==> config.mk <==
export PLATFORM = sky130hd
export DESIGN_NAME = button_event_arbiter_flat
export DESIGN_NICKNAME = d
export VERILOG_FILES = /design/src/rtl/button_event_arbiter_pkg.sv /design/src/rtl/button_event_arbiter_if.sv /design/src/rtl/button_event_arbiter_channel.sv /design/src/rtl/button_event_arbiter.sv /design/src/flat_wrapper.sv
export SDC_FILE = /design/constraint.sdc
export NUM_CORES = 1
export LEC_CHECK = 0
export CORE_MARGIN = 3
export CORE_UTILIZATION = 30
export CTS_BUF_LIST = sky130_fd_sc_hd__clkbuf_8 sky130_fd_sc_hd__clkbuf_16
export CTS_CLUSTER_SIZE = 28
export DETAILED_ROUTE_END_ITERATION = 12
export PLACE_DENSITY = 0.56
export SLEW_MARGIN = 10
export SYNTH_ARGS = -nofsm -noshare
export SYNTH_HDL_FRONTEND = slang
export SYNTH_HIERARCHICAL = 1
export SYNTH_SLANG_ARGS = --single-unit
export TNS_END_PERCENT = 100
==> constraint.sdc <==
create_clock -name clk_in -period 4.05 [get_ports clk_in]
set_clock_uncertainty 0.15 [all_clocks]
set_input_delay 1.215 -clock clk_in [delete_from_list [all_inputs] [get_ports clk_in]]
set_output_delay 1.215 -clock clk_in [all_outputs]
set_load 0.02 [all_outputs]
Run 1, cell outlines without signal wires:
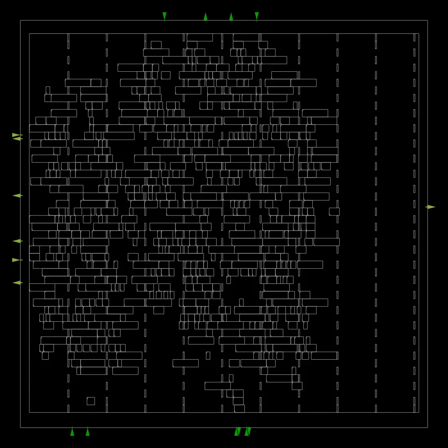
fillers: 1,911
proportion of cell area occupied by registers: 0.401
core area: 19,000 um^2
TAP cells: 260
Flop Count: 111

Run 1, drive-strength map:
The bar under the picture is 50 um long.
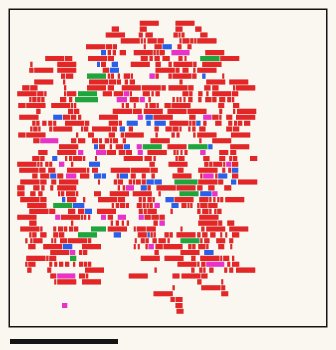
size	colour	cells	share
x1 and smaller	red	541	87%
x2	blue	38	6.1%
x6 and larger	green	13	2.1%
x3 and x4	magenta	30	4.8%
setup ws final: 0.202 ns
Design Area, Final: 6920 um^2
area delta synth->final: 17.4%

Run 1, met3 routing:
The bar under the picture is 50 um long.
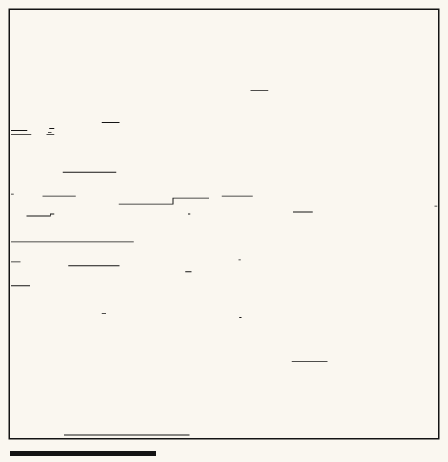
nets with wire on the layer	18
longest straight run	42.5 um
wire length on this layer	244 um
main direction	horizontal
GRT met3 Usage: 0.0186
final WL: 11.6 mm
via count: 4,284

==> impl_metrics.csv, run 1 <==
group,metric,value,unit
run_status,status,"finished clean",
pwr,power.share.switching,0.272,
global_routing,met2_usage,0.197,
placement,dp_worst_setup_slack,-0.0616,ns
cts,cts_root_buffer,"clkbuf_16",
cells_and_area,layout_top_cell,"dfrtp_1",
synthesis,synthArstFlopShare,1.00,
hold_path,hp-class,"flop to flop",
global_routing,first_global_vias,4320,
critical_path,path_delay_family,"simple AND/OR/NAND/NOR gates",
critical_path,critPathMaxFanout,5,
cells_and_area,insertedDiodeCount,0,
critical_path,path_class,"flop to flop",
global_routing,grt_pass1_wl,20.4,mm
synthesis,ff_type,"dfrtp_1",
floorplanning,dieWidth,146,um
critical_path,crit_path_start_kind,"flop",
critical_path,ff2ff_path_depth,15,
final_timing,whs,0.201,ns
synthesis,synth_cell_types,50,
synthesis,netlist_area,5900,um^2
global_routing,grt_max_degree,47,
synthesis,yosys.area_share.adder,0.0615,
floorplanning,fp.dieH,146,um
cts,htree_levels,3,
final_timing,period_minus_slack,3.85,ns
placement,dpl.hpwl,8.45,mm
final_timing,slew_headroom,0.551,
cells_and_area,drive_above_1_share,0.130,
synthesis,topCombFamilyByArea,"simple AND/OR/NAND/NOR gates",
global_routing,gr-total-overflow,0,
flow_run,warning_count,41,
cts,clock_tree.buffer_depth,2,
floorplanning,initCoreUtil,0.310,
synthesis,top_cell_area_share,0.471,
route,wl_met1,5.24,mm
placement,placed_cell_area,6480,um^2
route,via_per_inst,4.86,
cts,cts_tree,"yes",
floorplanning,dieArea,21400,um^2
cells_and_area,fin_nets,654,
hold_path,holdPathStages,0,
synthesis,syn_avg_cell_area,10.1,um^2
cells_and_area,mostFrequentLayoutCells,"dfrtp_1, nand2_1, nor2_1, inv_1, nand3_1",
final_timing,fmax,260,MHz
synthesis,synthSimpleGateAreaFrac,0.234,
synthesis,ys_seq_frac,0.471,
pwr,fin_total_pwr,2600,uW
cells_and_area,regArea,2780,um^2
==> run 1: power groups by stage <==
stage	combinational, uW	clock, uW	sequential (uW)
floorplan	251	0	1220
global placement	435	0	1220
detailed placement	443	0	1220
CTS	449	981	1200
global route	520	1020	1210
finish	458	941	1200
==> run 1: repair_timing <==
| action | CTS | global route |
|---|---|---|
| endpoints found under the setup margin | 1 | 6 |
| gates cloned | 0 | 0 |
| resized | 3 | 29 |
| setup buffers | 0 | 2 |
| pin swaps | 0 | 5 |
==> run 1: layout make-up <==
cell class,count,area share
Inverter,32,0.0174
Clock buffer,9,0.0325
Tap cell,260,0.0470
Clock inverter,7,0.0127
Timing Repair Buffer,35,0.0452
Sequential cell,111,0.401
Multi-Input combinational cell,428,0.444
Run 1, routed metal, one colour a layer:
The bar under the picture is 50 um long.
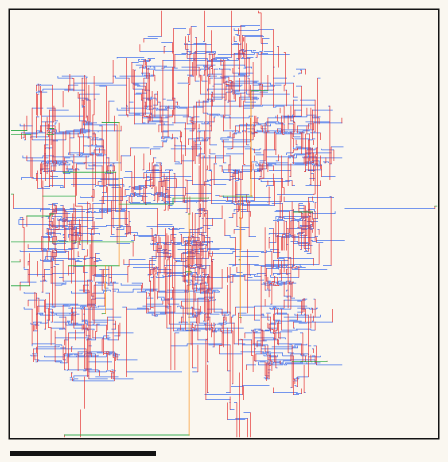

## Run 2: what changed since run 1
--- a/config.mk
+++ b/config.mk
@@ -8,9 +8,12 @@
 export CORE_MARGIN = 3
 export CORE_UTILIZATION = 30
 export CTS_BUF_LIST = sky130_fd_sc_hd__clkbuf_8 sky130_fd_sc_hd__clkbuf_16
+export CTS_CLUSTER_DIAMETER = 60
 export CTS_CLUSTER_SIZE = 28
 export DETAILED_ROUTE_END_ITERATION = 12
+export GPL_TIMING_DRIVEN = 0
 export PLACE_DENSITY = 0.56
+export SKIP_CTS_REPAIR_TIMING = 1
 export SLEW_MARGIN = 10
 export SYNTH_ARGS = -nofsm -noshare
 export SYNTH_HDL_FRONTEND = slang
Run 2, routed metal, one colour a layer:
The bar under the picture is 50 um long.
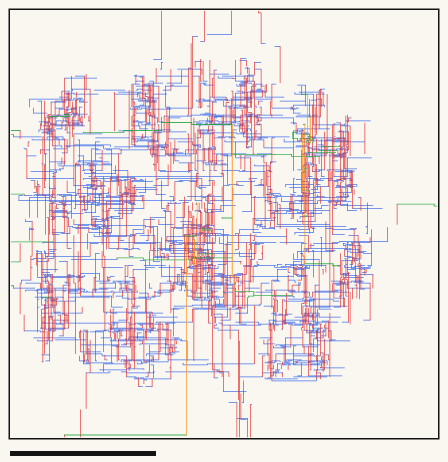
layer	colour	wire length
M4	orange	283 um
M2	red	6,070 um
M3	green	315 um
M1	blue	5,590 um
final WL: 12.3 mm
via count: 4,364
gr usage total: 0.112
WL/cell: 13.8 um

Run 2, signal wires on met4:
Supply wires on this layer in grey.
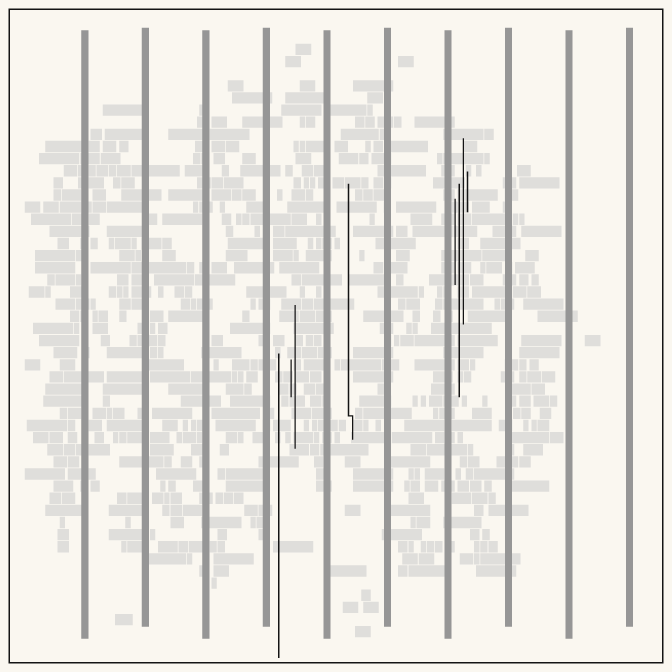
nets with wire on the layer	8
longest straight run	68.0 um
share of all routed wire	2.3%
wire length on this layer	283 um

Run 2, cell outlines without signal wires:
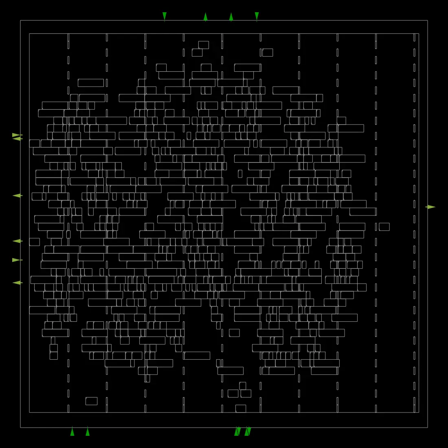
# rows: 50
proportion of cell area occupied by registers: 0.391

==> impl_metrics.csv, run 2 <==
group,metric,value,unit
synthesis,ys_sh_aoi,0.122,
synthesis,mux_share,0.0344,
critical_path,cp.arrival,4.02,ns
pwr,fin_total_pwr,2710,uW
global_routing,met2_usage,0.194,
flow_run,warning_count,41,
cells_and_area,drive_above_1_share,0.152,
floorplanning,dieWidth,146,um
pwr,power.share.switching,0.268,
critical_path,endpoint_kind,"flop",
route,wl_met1,5.59,mm
hold_path,holdPathStages,0,
synthesis,synth.most_common_cell,"dfrtp_1",
floorplanning,pin_count,17,
synthesis,synthXorXnorAreaFrac,0.0490,
route,remaining_drc_errors,0,
cells_and_area,logic_area,3140,um^2
global_routing,gr-total-overflow,0,
route,highest_layer,"met4",
cells_and_area,fillers,1893,
placement,placed_cell_area,6410,um^2
pwr,p_clk_frac,0.380,
final_timing,fin_ws,0.119,ns
synthesis,netlist_area,5900,um^2
synthesis,ys_seq_frac,0.471,
floorplanning,initCoreUtil,0.310,
cts,clock.latency.late_pin,0.35,ns
critical_path,path_class,"flop to flop",
placement,dp_worst_setup_slack,-0.835,ns
final_timing,slew_headroom,0.506,
cts,cts_root_buffer,"clkbuf_16",
global_routing,grt_max_degree,85,
floorplanning,dieArea,21400,um^2
synthesis,top_cell_area_share,0.471,
critical_path,critPathMaxFanout,6,
synthesis,synthArstFlopShare,1.00,
critical_path,ff2ff_path_depth,15,
run_status,status,"finished clean",
cells_and_area,fin_area,7100,um^2
synthesis,syn_avg_cell_area,10.1,um^2
synthesis,yosys.area_share.adder,0.0615,
critical_path,path_delay_family,"simple AND/OR/NAND/NOR gates",
route,via_per_inst,4.90,
synthesis,topCombFamilyByArea,"simple AND/OR/NAND/NOR gates",
global_routing,use_met3,0.0289,
final_timing,whs,0.204,ns
cts,htree_levels,3,
synthesis,ff_type,"dfrtp_1",
cts,cts_tree,"yes",
cells_and_area,largest_reg_flops,36,
final_timing,period_minus_slack,3.93,ns
floorplanning,core,19000,um^2
global_routing,first_global_vias,4269,
cells_and_area,layout_top_cell,"dfrtp_1",
global_routing,grt_pass1_wl,20.0,mm
route,route.met2.wl,6.07,mm
placement,dpl.hpwl,8.30,mm
cts,clkTransAtPathRegs,0.07,ns
cts,clock_tree.buffer_depth,2,
cells_and_area,insertedDiodeCount,0,
cells_and_area,mostFrequentLayoutCells,"dfrtp_1, nand2_1, nor2_1, inv_1, nand3_1",
cells_and_area,area.growth.synth_to_final,20.4,%
critical_path,crit_path_start_kind,"flop",
synthesis,synthSimpleGateAreaFrac,0.234,
critical_path,crit_path_cell_trace,"ha_2, or4b_1, o31ai_2, nor2b_4, ha_2, nor3_4, or4b_1, o21ai_1, a21oi_2, or2_0, buf_2, inv_1, ha_1, a21oi_1, a221o_1",
final_timing,fmax,254,MHz
synthesis,edf_count,0,
synthesis,synth_cell_types,50,
global_routing,use_met1,0.138,
cells_and_area,regArea,2780,um^2
synthesis,yosysTopAreaCell,"dfrtp_1",
placement,dp.cells,858,
floorplanning,fp.dieH,146,um
hold_path,hp-class,"flop to flop",
cells_and_area,fin_nets,662,
[run 2: cell counts after synthesis]
Identical to the previous run, type by type.
[run 2: area by class of cell]
type / instances / area share
buffer: 10 / 0.00846
multi-input combinational: 428 / 0.443
clock buffer: 10 / 0.0337
clock inverter: 6 / 0.0152
sequential: 111 / 0.391
timing repair buffer: 33 / 0.0460
tap: 260 / 0.0458
inverter: 32 / 0.0169
[run 2: power by group through the flow]
stage	clock, uW	combinational, uW	sequential, uW
6_report	1030	478	1200
5_1_grt	1110	535	1210
4_1_cts	1060	411	1200
3_5_place_dp	0	410	1220
3_3_place_gp	0	399	1220
2_1_floorplan	0	251	1220
No activity file was given, so power comes from the tool's default toggle rates.
